### Metal 1

Supply wires on this layer in gray.
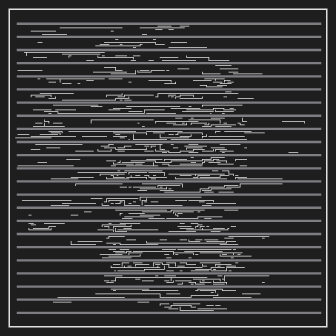
### The metal 2 layer

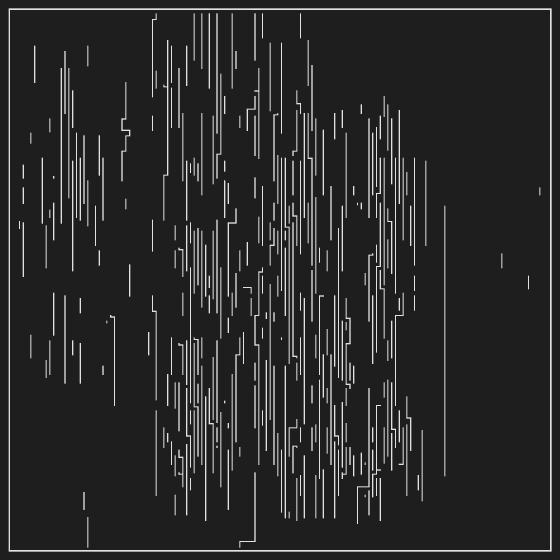
### Met3 routing

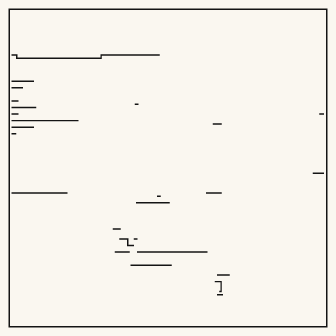
==> config.mk <==
export PLATFORM = sky130hd
export DESIGN_NAME = intlv_sync_ctrl
export DESIGN_NICKNAME = d
export VERILOG_FILES = /design/src/rtl/intlv_pkg.sv /design/src/rtl/intlv_pace_gen.sv /design/src/rtl/intlv_sync_ctrl.sv
export SDC_FILE = /design/constraint.sdc
export NUM_CORES = 1
export LEC_CHECK = 0
export CAP_MARGIN = 5
export CORE_UTILIZATION = 40
export DETAILED_ROUTE_END_ITERATION = 6
export GPL_TIMING_DRIVEN = 0
export PLACE_DENSITY = 0.7
export SKIP_CTS_REPAIR_TIMING = 1
export SLEW_MARGIN = 40
export SYNTH_ARGS = -nofsm -noshare
export SYNTH_HDL_FRONTEND = slang
export SYNTH_SLANG_ARGS = --single-unit
==> constraint.sdc <==
create_clock -name iClk -period 2 [get_ports iClk]
set_input_delay 0.2 -clock iClk [delete_from_list [all_inputs] [get_ports iClk]]
set_output_delay 0.2 -clock iClk [all_outputs]
set_load 0.02 [all_outputs]
==> flow_summary.ini <==
; generated from flow reports
[run_status]
outcome = finished with violations
violations = negative setup slack

[finish]
nNetsFinal = 205
syn_to_final_growth_pct = 33.8
drive_gt1_frac = 0.276
num_antenna_cells = 0
final_area_um2 = 2150
fillCellCount = 299

[placed_design]
placed_area_um2 = 1880
hpwlAfterDp_um = 2400
gp_congestion = 0.887
io_buffers = 22

[global_routing]
grt_max_degree = 29
grt_pass1_vias = 1264
top_usage_layer = met2
grt-ovfl-total = 0
grt_pass1_wl_um = 5690
grt_usage = 0.175

[floorplan]
core.rowCount = 22
die-area_um2 = 4280
core-area_um2 = 3770
die_x_um = 65.4
io-pin-count = 23

[drt]
drt-initial-drc-count = 47
viasPerCell = 5.75
wl_per_cell_um = 15.6
postRouteAntennaNets = 0
drc = 0

[final_timing]
rsz0062_at_grt = true
setup_ws_ps = -48.8
finalCritPeriodShare = 1.02
drv_slew = 0
worst_pin_slew_ps = 620
tns_ps = -257
finalHoldViolations = 0
fin_crit_ps = 2050
fmax_ghz = 0.488
finalSetupViolations = 8

[worst_setup_path]
worst-r2r-cell-count = 9
cp.required_ps = 2170
path_class = flip-flop to flip-flop
startpoint_type = flip-flop
rrSetupSlack_ps = -50
crit_fanout = 4

[clock_network]
max-clock-path-buffers = 2
cts_buffers = 3
root_buffer = clkbuf_8
cts_tree = yes
clock-sinks = 28
clk_latency_ps = 270
h-tree-depth = 1

[power]
power.leakage_nw = 0.867
p_sw_frac = 0.250
clkPwrFrac = 0.287
seq_power_share = 0.552
power.share.combinational = 0.161
internal_power_mw = 0.794
vdd_ir_drop_max_v = 0.000267

[logic_synthesis]
most_common_cell = dfrtp_1
synth.distinct_cells = 46
top_area_frac = 0.436
syn_area_um2 = 1610
ys_cells = 148
synth-edff-count = 0
top_area_cell = dfrtp_1
async_flop_share = 1.00
yosysChipArea_um2 = 1610
synth.area.top_cells = dfrtp_1 (44%), mux2_4 (7.5%), ha_1 (5.4%), nand2_1 (3.0%), a32oi_1 (2.7%)
floorplan.nets = 166
netlist_instances = 148
synth_warnings = 0
top_cells_by_count = dfrtp_1 (28), nand2_1 (13), inv_1 (10), mux2_4 (8)
avgSynthCellArea_um2 = 10.9

[run]
warning_count = 31

[min_path]
min_path_type = flip-flop to flip-flop
min_path_cells = 1
About 'Metal 1':
wire length on this layer	1690 um
share of all routed wire	47%
main direction	horizontal
longest straight run	18.9 um
routed wire length: 3640 um
GR Layer Usage met1: 0.231
via count: 1340

About 'The metal 2 layer':
wire length on this layer	1740 um
longest straight run	32.6 um
share of all routed wire	48%
M2 GR Usage: 0.274

About 'Met3 routing':
main direction	horizontal
share of all routed wire	3.5%
nets with wire on the layer	21
wire length on this layer	127 um
met3 usage: 0.0330

power groups by stage:
stage	combinational (mW)	clock, mW	sequential (mW)
after global routing	0.185	0.339	0.586
final	0.170	0.304	0.585
after CTS	0.117	0.318	0.584
after floorplan	0.0659	0	0.594
after detailed placement	0.117	0	0.595
after global placement	0.114	0	0.595
cells in the final DEF (no fill, tap or decap), types with 3 or more instances in the layout:
| cell type | n |
|---|---|
| mux2_4 | 8 |
| a32oi_1 | 3 |
| a21oi_1 | 5 |
| nand4_1 | 6 |
| and2_1 | 6 |
| clkdlybuf4s50_1 | 21 |
| buf_4 | 9 |
| clkbuf_8 | 3 |
| inv_1 | 8 |
| o211ai_1 | 4 |
| nor2_1 | 4 |
| dfrtp_1 | 28 |
| nand2b_1 | 4 |
| nand2_1 | 12 |
| o31ai_1 | 3 |
| ha_1 | 5 |
| o21ai_1 | 3 |
kinds of logic after synthesis:
kind of cell | synth area share
AND-OR/OR-AND | 0.197
adder cells (fa/ha/maj) | 0.0545
buffers and inverters | 0.0358
flip-flops | 0.436
multiplexers | 0.0872
AND/OR/NAND/NOR | 0.190
worst max-delay path: stages (launching register included):
cell,delay [ps]
dfrtp_1,420
inv_2,90
ha_4,120
nor4b_4,220
and2_4,190
buf_6,110
o2111ai_4,130
a21oi_4,210
clkbuf_16,170
mux2_4,290
routing by layer:
metal,up-vias,share of wire,wire length (um)
met2,34,0.48,1740
met5,-,0,0
met4,0,0.020,71
met3,7,0.035,127
met1,668,0.47,1690
li1,631,-,-
area by class of cell:
type                            instances  area, um^2  area share
Timing Repair Buffer                   35         349       0.162
Buffer                                  3        21.3     0.00989
Multi-Input combinational cell        106         941       0.437
Inverter                               10        37.5      0.0175
Sequential cell                        28         701       0.326
Tap cell                               48        60.1      0.0279
Clock buffer                            3        41.3      0.0192
metrics by stage:
stage | total power, mW | std cells | utilization | hold slack (ps)
final | 1.06 | 233 | 0.570 | 439
after global routing | 1.11 | 233 | 0.570 | 465
after detailed placement | 0.712 | 218 | 0.499 | 255
after CTS | 1.02 | 221 | 0.510 | -52.2
after global placement | 0.709 | 218 | 0.501 | 414
after floorplan | 0.660 | 148 | - | -95.6
Power figures rest on the tool's default switching activity, not on a simulated workload.
